Run 1, clock distribution:
Scale bar: 20 um.
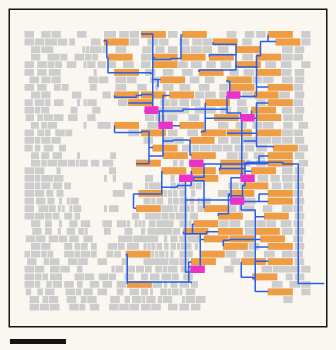
Run 1, clock nets:
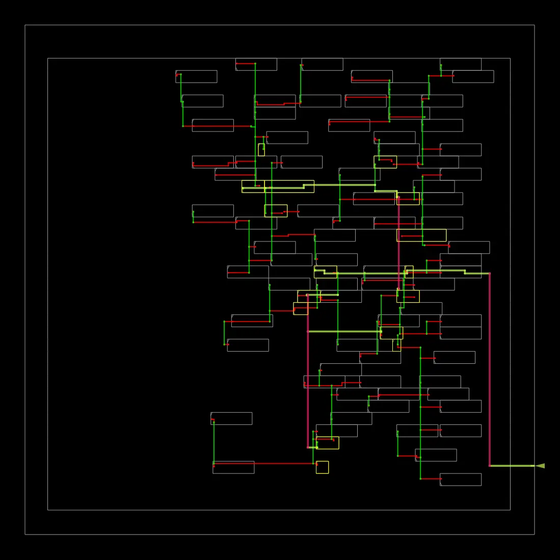
Run 1, register map, names as in the netlist:
Scale bar: 20 um. Other sequential cells in the stronger grey, the rest of the logic in the fainter grey.
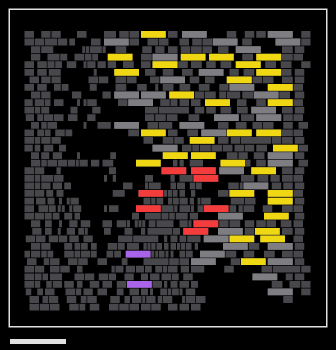
## src/rtl/arb_pkg.sv

```systemverilog
// arb_pkg: definitions private to the RAM arbiter.
//   arb_state_t         - arbiter FSM states (IDLE/DGNT/IGNT/RESP)
//   TIMEOUT_CYC_DEFAULT - default number of grant cycles allowed without
//                         ACCESS before the grant is aborted
package arb_pkg;

   typedef enum logic [1:0] {
      IDLE = 2'd0,
      DGNT = 2'd1,
      IGNT = 2'd2,
      RESP = 2'd3
   } arb_state_t;

   localparam int TIMEOUT_CYC_DEFAULT = 255;

endpackage

```

## src/rtl/cpu_types_pkg.sv

```systemverilog
// cpu_types_pkg: types shared between the datapath and the memory subsystem.
//   word_t     - 32-bit machine word
//   ramstate_t - state reported by the unified RAM model
//                (FREE=0, BUSY=1, ACCESS=2, ERROR=3)
package cpu_types_pkg;

   typedef logic [31:0] word_t;

   typedef enum logic [1:0] {
      FREE   = 2'd0,
      BUSY   = 2'd1,
      ACCESS = 2'd2,
      ERROR  = 2'd3
   } ramstate_t;

endpackage

```

## src/rtl/arb_timer.sv

```systemverilog
// arb_timer: 8-bit saturating event counter with synchronous clear.
// Used by the arbiter as the grant wait counter and, when fairness is
// enabled, as the data-starvation counter.
//
// Ports:
//   CLK      in   clock
//   nRST     in   asynchronous active-low reset (count -> 0)
//   clr      in   synchronous clear (has priority over en)
//   en       in   count one event
//   at_limit out  count has reached LIMIT (count stops there)
//
// Parameter LIMIT must be in 0..255.
module arb_timer #(
   parameter int LIMIT = 255
) (
   input  logic CLK,
   input  logic nRST,
   input  logic clr,
   input  logic en,
   output logic at_limit
);

   logic [7:0] count;

   assign at_limit = (count >= 8'(LIMIT));

   always_ff @(posedge CLK or negedge nRST) begin
      if (!nRST) begin
         count <= '0;
      end else if (clr) begin
         count <= '0;
      end else if (en && !at_limit) begin
         count <= count + 8'd1;
      end
   end

endmodule

```

## src/rtl/mem_arbiter.sv

```systemverilog
// mem_arbiter: single-port RAM arbiter between instruction fetch and data
// memory. Data requests have priority; each transaction runs
// IDLE -> grant (DGNT/IGNT) -> RESP -> IDLE, and the response data plus a
// one-cycle hit pulse are registered.
//
// Ports:
//   CLK, nRST               clock, asynchronous active-low reset
//   iREN, iaddr             instruction read request / word address
//   iload, ihit             registered instruction data / response pulse
//   dREN, dWEN, daddr       data read / write request (dWEN wins), address
//   dstore                  data write value
//   dload, dhit             registered data read result / response pulse
//   ramREN, ramWEN          RAM read / write enable
//   ramaddr, ramstore       RAM address / write data
//   ramload, ramstate       RAM read data / RAM state (FREE/BUSY/ACCESS/ERROR)
//   arb_err                 pulse: RAM ERROR or timeout on the current grant
//
// Parameters:
//   TIMEOUT_CYC  grant cycles without ACCESS before abort (1..255)
//   STARVE_MAX   consecutive data grants taken with iREN pending before an
//                instruction grant is forced (fairness build only, 1..255)
//
// Build option: define MEM_ARBITER_FAIR_EN to enable the starvation counter.
// Without it the arbiter gives data strict priority.
module mem_arbiter
   import cpu_types_pkg::*;
   import arb_pkg::*;
#(
   parameter int TIMEOUT_CYC = TIMEOUT_CYC_DEFAULT,
   parameter int STARVE_MAX  = 4
) (
   input  logic        CLK,
   input  logic        nRST,
   input  logic        iREN,
   input  logic [31:0] iaddr,
   output logic [31:0] iload,
   output logic        ihit,
   input  logic        dREN,
   input  logic        dWEN,
   input  logic [31:0] daddr,
   input  logic [31:0] dstore,
   output logic [31:0] dload,
   output logic        dhit,
   output logic        ramREN,
   output logic        ramWEN,
   output logic [31:0] ramaddr,
   output logic [31:0] ramstore,
   input  logic [31:0] ramload,
   input  logic [1:0]  ramstate,
   output logic        arb_err
);

   if (TIMEOUT_CYC < 1 || TIMEOUT_CYC > 255 || STARVE_MAX < 1 || STARVE_MAX > 255) begin : g_bad_param
      $error("mem_arbiter: TIMEOUT_CYC and STARVE_MAX must be in 1..255");
   end

   arb_state_t state;
   ramstate_t  rs;
   logic       d_req;
   logic       in_grant;
   logic       go_dgnt;
   logic       go_ignt;
   logic       fair_force;
   logic       wait_at_limit;
   logic       timed_out;

   assign rs       = ramstate_t'(ramstate);
   assign d_req    = dREN | dWEN;
   assign in_grant = (state == DGNT) || (state == IGNT);

   // Grant decision, evaluated only in IDLE. fair_force overrides data
   // priority once fetch has been passed over STARVE_MAX times.
   assign go_ignt = (state == IDLE) && (fair_force || (iREN && !d_req));
   assign go_dgnt = (state == IDLE) && d_req && !fair_force;

   // The counter holds the number of non-ACCESS grant cycles already spent,
   // so the TIMEOUT_CYC-th such cycle sees count == TIMEOUT_CYC-1 and aborts
   // at its closing edge.
   arb_timer #(
      .LIMIT (TIMEOUT_CYC - 1)
   ) u_wait_timer (
      .CLK      (CLK),
      .nRST     (nRST),
      .clr      (!in_grant),
      .en       (in_grant && (rs != ACCESS)),
      .at_limit (wait_at_limit)
   );

   assign timed_out = wait_at_limit && (rs != ACCESS);

`ifdef MEM_ARBITER_FAIR_EN
   logic starve_at_limit;

   // Counts data grants taken while fetch was waiting; any instruction
   // grant resets it.
   arb_timer #(
      .LIMIT (STARVE_MAX)
   ) u_starve_timer (
      .CLK      (CLK),
      .nRST     (nRST),
      .clr      (go_ignt),
      .en       (go_dgnt && iREN),
      .at_limit (starve_at_limit)
   );

   assign fair_force = starve_at_limit && iREN;
`else
   assign fair_force = 1'b0;
`endif

   // FSM with registered response data, hit pulses and error pulse.
   always_ff @(posedge CLK or negedge nRST) begin
      if (!nRST) begin
         state   <= IDLE;
         iload   <= '0;
         dload   <= '0;
         ihit    <= 1'b0;
         dhit    <= 1'b0;
         arb_err <= 1'b0;
      end else begin
         ihit    <= 1'b0;
         dhit    <= 1'b0;
         arb_err <= 1'b0;
         case (state)
            IDLE: begin
               if (go_ignt) begin
                  state <= IGNT;
               end else if (go_dgnt) begin
                  state <= DGNT;
               end
            end
            DGNT: begin
               // A withdrawn request ends the grant silently; otherwise
               // ACCESS completes it, ERROR or timeout aborts it.
               if (!d_req) begin
                  state <= IDLE;
               end else if (rs == ACCESS) begin
                  if (!dWEN) begin
                     dload <= ramload;
                  end
                  dhit  <= 1'b1;
                  state <= RESP;
               end else if (rs == ERROR || timed_out) begin
                  arb_err <= 1'b1;
                  state   <= IDLE;
               end
            end
            IGNT: begin
               if (!iREN) begin
                  state <= IDLE;
               end else if (rs == ACCESS) begin
                  iload <= ramload;
                  ihit  <= 1'b1;
                  state <= RESP;
               end else if (rs == ERROR || timed_out) begin
                  arb_err <= 1'b1;
                  state   <= IDLE;
               end
            end
            RESP: begin
               // The requester still holds its request this cycle; taking
               // no grant here keeps it from being served twice.
               state <= IDLE;
            end
            default: begin
               state <= IDLE;
            end
         endcase
      end
   end

   // RAM side follows the live request inputs while granted.
   always_comb begin
      ramREN   = 1'b0;
      ramWEN   = 1'b0;
      ramaddr  = '0;
      ramstore = '0;
      case (state)
         DGNT: begin
            ramaddr  = daddr;
            ramWEN   = dWEN;
            ramREN   = dREN && !dWEN;
            ramstore = dstore;
         end
         IGNT: begin
            ramaddr = iaddr;
            ramREN  = 1'b1;
         end
         default: begin
         end
      endcase
   end

endmodule
```

## config.mk

```make
export PLATFORM = sky130hd
export DESIGN_NAME = mem_arbiter
export DESIGN_NICKNAME = d
export VERILOG_FILES = /design/src/rtl/arb_pkg.sv /design/src/rtl/cpu_types_pkg.sv /design/src/rtl/arb_timer.sv /design/src/rtl/mem_arbiter.sv
export SDC_FILE = /design/constraint.sdc
export NUM_CORES = 1
export LEC_CHECK = 0
export CAP_MARGIN = 20
export CORE_MARGIN = 5
export CORE_UTILIZATION = 35
export DETAILED_ROUTE_END_ITERATION = 12
export GPL_TIMING_DRIVEN = 0
export PLACE_DENSITY = 0.79
export SYNTH_ARGS = -nofsm -noshare
export SYNTH_HDL_FRONTEND = slang
export SYNTH_SLANG_ARGS = --single-unit
```

## constraint.sdc

```tcl
create_clock -name CLK -period 2.8 [get_ports CLK]
set_clock_uncertainty 0.15 [all_clocks]
set_input_delay 0.56 -clock CLK [delete_from_list [all_inputs] [get_ports CLK]]
set_output_delay 0.56 -clock CLK [all_outputs]
set_load 0.005 [all_outputs]
```

==> impl_metrics.csv, run 1 <==
group,metric,value,unit
hold_path,holdCritPathClass,"reg -> reg",
yosys,ys_sh_xor,0.467,%
power_and_ir_drop,switchingPower,1.82,mW
yosys,ys_sh_adder,1.67,%
power_and_ir_drop,power.total,5.64,mW
yosys,top_logic_kind,"multiplexers",
drt,wirelength,14600,um
die,die_area,0.0129,mm^2
final_timing,setup_tns,0,ns
place,gp_congestion,0.899,
setup_path,cpMostUsedCell,"buf_4",
setup_path,path_buffers,3,
power_and_ir_drop,switching_share,32.3,%
clock_network,cts_hold_buf,1,
setup_path,start_kind,"register",
setup_path,cp_slowest_cell,"clkdlybuf4s50_1",
power_and_ir_drop,cellLeakagePower,3.19,nW
power_and_ir_drop,vdd_ir_drop_max,0.317,mV
setup_path,endpoint_kind,"output port",
setup_path,critPathKind,"reg -> out",
yosys,syn_area_per_cell,11.6,um^2
final_timing,setup_ws,0.0542,ns
final_timing,setup_viol,0,
yosys,topCellsByArea,"dfrtp_1 51%, mux2_1 11%, mux2_2 8.1%",
final_timing,worst_slew_pin_slew,0.407,ns
yosys,ys.flops,77,
yosys,synth-edff-count,0,
clock_network,clock_path_buffers,2,
final_timing,final_max_slew_viol_count,0,
hold_path,worstHoldStart,"iload[8]",
final_layout,layoutNonFillerInstCount,750,
clock_network,cts_max_level,3,
setup_path,cp_cell_sequence,"buf_4, ha_4, buf_4, a22oi_2, nor2_1, clkdlybuf4s50_1",
place,portBuffers,267,
drt,drc,0,
run_status,outcome,"finished, final reports clean",
flow_run,cap_violations,0,
hold_path,hold_depth,1,
clock_network,root_buffer,"clkbuf_8",
clock_network,cts_tree,"done",
yosys,floorplan.nets,464,
die,core_util_floorplan,36.1,%
power_and_ir_drop,combPwrFrac,54.0,%
power_and_ir_drop,seqPwrFrac,29.9,%
final_layout,seq_area,0.00193,mm^2
yosys,mux_share,19.5,%
final_timing,fmax,364,MHz
power_and_ir_drop,top_power_group,"combinational logic",
setup_path,crit_end,"ramaddr[27]",
yosys,postSynthSeqShare,51.4,%
yosys,ys_sh_simple,13.3,%
setup_path,reg2reg_depth,6,
yosys,synth_cell_types,34,
clock_network,path_clk_slew,0.08,ns
global_route,antenna_found_initial,1,
place,dp.cells,728,
place,hpwl,12000,um
final_layout,syn_to_final_growth,86.9,%
flow_run,warnings,30,
setup_path,cp_top_family,"buffers and inverters",
power_and_ir_drop,cellInternalPower,3.82,mW
yosys,yosysWarnings,0,
yosys,synth_area,0.00375,mm^2
yosys,yosys.area.top_type_share,51.4,%
final_timing,slew_headroom,72.6,%
final_layout,fillerInstances,807,
global_route,grt_pass1_vias,3949,
final_layout,antenna_cells,0,
setup_path,cp-startpoint,"state[1]",
setup_path,r2r-end,"dload[12]",
drt,via_per_inst,4.93,
place,pre_cts_ws,-0.393,ns
final_timing,hold_violations,0,
setup_path,regToRegSetupSlack,0.76,ns
global_route,grt_use_total,22.2,%
drt,drtIter0Drc,121,
final_timing,fin_crit_sh,98.1,%
-- 'clock distribution' (at the start) --
[orange] flip-flops | count: 77
[magenta] clock-net drivers | count: 9
[blue] clock wires | length: 908 um
routed clock nets: 10

-- 'clock nets' (at the start) --
Clock net power: 0.905 mW
Sink Count: 77

-- 'register map, names as in the netlist' (at the start) --
[purple] `state` | sequential cells: 2
[yellow] `iload` | sequential cells: 32
[red] `u_wait_timer.count` | sequential cells: 8 | where: centre
not coloured: 35
sequential power: 1.68 mW
Post-Route Utilization: 67.6%
Seq area share: 27.5%

run 1: metrics by stage:
stage	util (%)	instance area, um^2
after floorplan	-	3750
after global placement	63.6	6590
after detailed placement	63.8	6620
after CTS	66.9	6930
after global routing	67.6	7010
final	67.6	7010
run 1: kinds of logic after synthesis:
kind of cell / after synthesis
mux: 65
simple gates: 94
buf+inv: 27
fa+ha+maj: 5
compound gates: 54
flops: 77
xor+xnor: 2
run 1: cell type report:
class	instances	share of cell area, %
plain buffers	20	2.61
clock buffers	10	1.82
clock inverters	6	1.23
inverters	6	0.321
multi-input cells	220	25.0
flip-flops and latches	77	27.5
well taps	136	2.43
repair buffers	275	39.0
run 1: routing by layer:
metal,wire length (um),global-route usage (%)
met1,5010,23.6
met2,7670,40.2
met3,1380,7.53
met4,478,9.05
met5,13,0
Run 1, zoomed window:
Window x 70 to 100, y 13 to 43 um. Cells in grey, sequential cells in the stronger grey; small squares are vias.
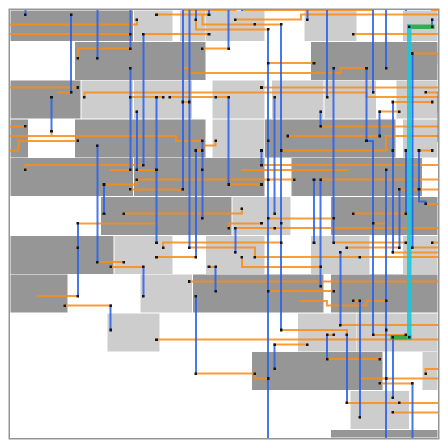

==> inputs of run 2 (changes only) <==
--- a/config.mk
+++ b/config.mk
@@ -6,7 +6,7 @@
 export NUM_CORES = 1
 export LEC_CHECK = 0
 export CAP_MARGIN = 20
-export CORE_MARGIN = 5
+export CORE_MARGIN = 2
 export CORE_UTILIZATION = 35
 export DETAILED_ROUTE_END_ITERATION = 12
 export GPL_TIMING_DRIVEN = 0
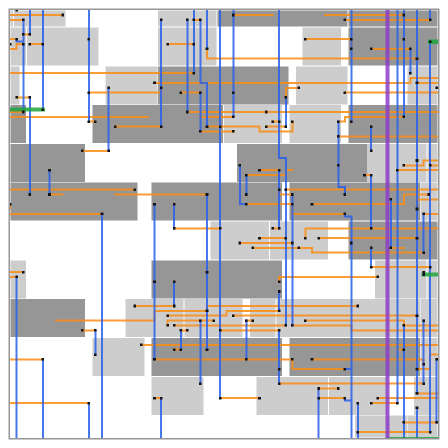
Run 2: zoomed window
Window x 66 to 96, y 12 to 42 um. Cells in grey, sequential cells in the stronger grey; small squares are vias.
[orange] M1
[purple] M4
[green] M3
[blue] M2
cells with their middle in the window: 37
most frequent: dfrtp_1 (14), clkdlybuf4s50_1 (7), mux2_1 (5)
netlist names of flops here include: `dload` (6), `iload` (5)
sequential cells in the window: 14

==> run 2 against run 1 <==
  * Clock power down 18%
  * Power shrank 4.1%
  * Largest power group unchanged
  * Global-route usage increased by 1.1 points
  * Sequential power is essentially flat
  * Register-to-register slack gained 0.08 ns
  * Critical path type unchanged
  * Synthesized cell count unchanged
  * Largest cell class unchanged
  * Maximum frequency grew 1.1%
  * Die area decreased by 10%
  * Setup slack improved by 0.031 ns
==> impl_metrics.csv, run 2 <==
group,metric,value,unit
yosys,top_cell,"dfrtp_1",
hold_path,min_to,"dload[6]",
final_timing,hold_violations,0,
place,dpl_cell_area,0.00662,mm^2
clock_network,cts_max_level,3,
clock_network,path_clk_slew,0.07,ns
final_layout,n_all_inverters,6,
die,die_area,0.0116,mm^2
power_and_ir_drop,vdd_ir_drop_max,0.352,mV
final_layout,n_all_buffers,294,
final_layout,syn_to_final_growth,85.3,%
setup_path,cp_slowest_cell,"clkdlybuf4s50_1",
final_layout,num-clock-buffers,11,
power_and_ir_drop,cellInternalPower,3.64,mW
setup_path,crit_end,"ramstore[4]",
power_and_ir_drop,power.total,5.40,mW
clock_network,cts_hold_buf,1,
power_and_ir_drop,switchingPower,1.76,mW
final_layout,clkCellAreaFrac,2.54,%
final_layout,layoutNonFillerInstCount,749,
place,pre_cts_ws,-0.332,ns
clock_network,root_buffer,"clkbuf_8",
final_layout,nets,748,
drt,top_layer,"met4",
yosys,topCellsByArea,"dfrtp_1 51%, mux2_1 11%, mux2_2 8.1%",
hold_path,holdCritPathClass,"reg -> reg",
setup_path,regToRegSetupSlack,0.84,ns
flow_run,cap_violations,0,
setup_path,start_kind,"register",
run_status,outcome,"finished, final reports clean",
drt,wl_met3,1040,um
final_layout,seq_area,0.00193,mm^2
clock_network,cts_tree,"done",
final_timing,setup_ws,0.0853,ns
global_route,grtUsageMet3,5.81,%
place,hpwl,11000,um
final_layout,flops,77,
clock_network,clock_path_buffers,2,
final_layout,logic_gates,220,
place,dp.cells,728,
yosys,syn_area_per_cell,11.6,um^2
setup_path,cp-startpoint,"state[1]",
power_and_ir_drop,cellLeakagePower,3.21,nW
yosys,floorplan.nets,464,
yosys,synth_area,0.00375,mm^2
flow_run,warnings,30,
drt,route.met2.wl,7120,um
final_timing,slew_headroom,69.6,%
setup_path,r2r-end,"dload[11]",
hold_path,worstHoldStart,"dload[6]",
setup_path,reg2reg_depth,6,
power_and_ir_drop,seqPwrFrac,31.3,%
yosys,yosys.area.top_type_share,51.4,%
final_layout,fillerInstances,809,
die,core_util_floorplan,36.1,%
final_timing,worst_slew_pin_slew,0.451,ns
final_layout,buf_share,42.0,%
setup_path,endpoint_kind,"output port",
final_timing,final_max_slew_viol_count,0,
drt,wirelength,13600,um
final_timing,fmax,368,MHz
place,gp_congestion,0.809,
power_and_ir_drop,combPwrFrac,54.9,%
final_layout,antenna_cells,0,
global_route,grtUsageMet2,42.2,%
global_route,antenna_found_initial,0,
drt,drtIter0Drc,195,
drt,detail_route.wl_per_cell,18.2,um
final_layout,mostFrequentLayoutCell,"clkdlybuf4s50_1",
final_timing,fin_crit_sh,97.0,%
yosys,postSynthSeqShare,51.4,%
drt,drc,0,
power_and_ir_drop,switching_share,32.6,%
setup_path,cp_cell_sequence,"inv_2, ha_4, clkbuf_8, buf_4, and2_1, clkdlybuf4s50_1",
setup_path,critPathKind,"reg -> out",
drt,wl_met1,5150,um
yosys,yosysWarnings,0,
global_route,grt_use_met1,26.4,%
yosys,synth_cell_types,34,
global_route,grt_use_total,23.3,%
drt,via_per_inst,4.88,
global_route,busiest_layer,"met2",
yosys,ys.flops,77,
yosys,synth-edff-count,0,
die,taps,136,
final_layout,postLayoutCellArea,0.00695,mm^2
global_route,grt_pass1_vias,3720,
final_layout,fin_util,67.0,%
clock_network,cts.sinks,77,
final_layout,sh_comb_area,24.9,%
## run 2: cells by family after synthesis
group	count (synthesis)	share of synthesized area [%]
simple gates	94	13.3
buf+inv	27	3.60
compound gates	54	10.1
fa+ha+maj	5	1.67
flops	77	51.4
xor+xnor	2	0.467
mux	65	19.5
## run 2: worst max-delay path: cells and delay by family (launching register included)
family | cells | cell delay [ns]
buffers and inverters | 4 | 0.94
DFF | 1 | 0.40
adders and majority gates | 1 | 0.16
and+or+nand+nor | 1 | 0.16
## run 2: power groups by stage
stage / combinational (mW) / sequential, mW / clock, mW
after floorplan: 0.979 / 1.72 / 0
after global placement: 2.82 / 1.68 / 0
after detailed placement: 2.87 / 1.71 / 0
after CTS: 2.96 / 1.69 / 0.770
after global routing: 3.21 / 1.74 / 0.829
final: 2.97 / 1.69 / 0.744
Power figures rest on the tool's default switching activity, not on a simulated workload.
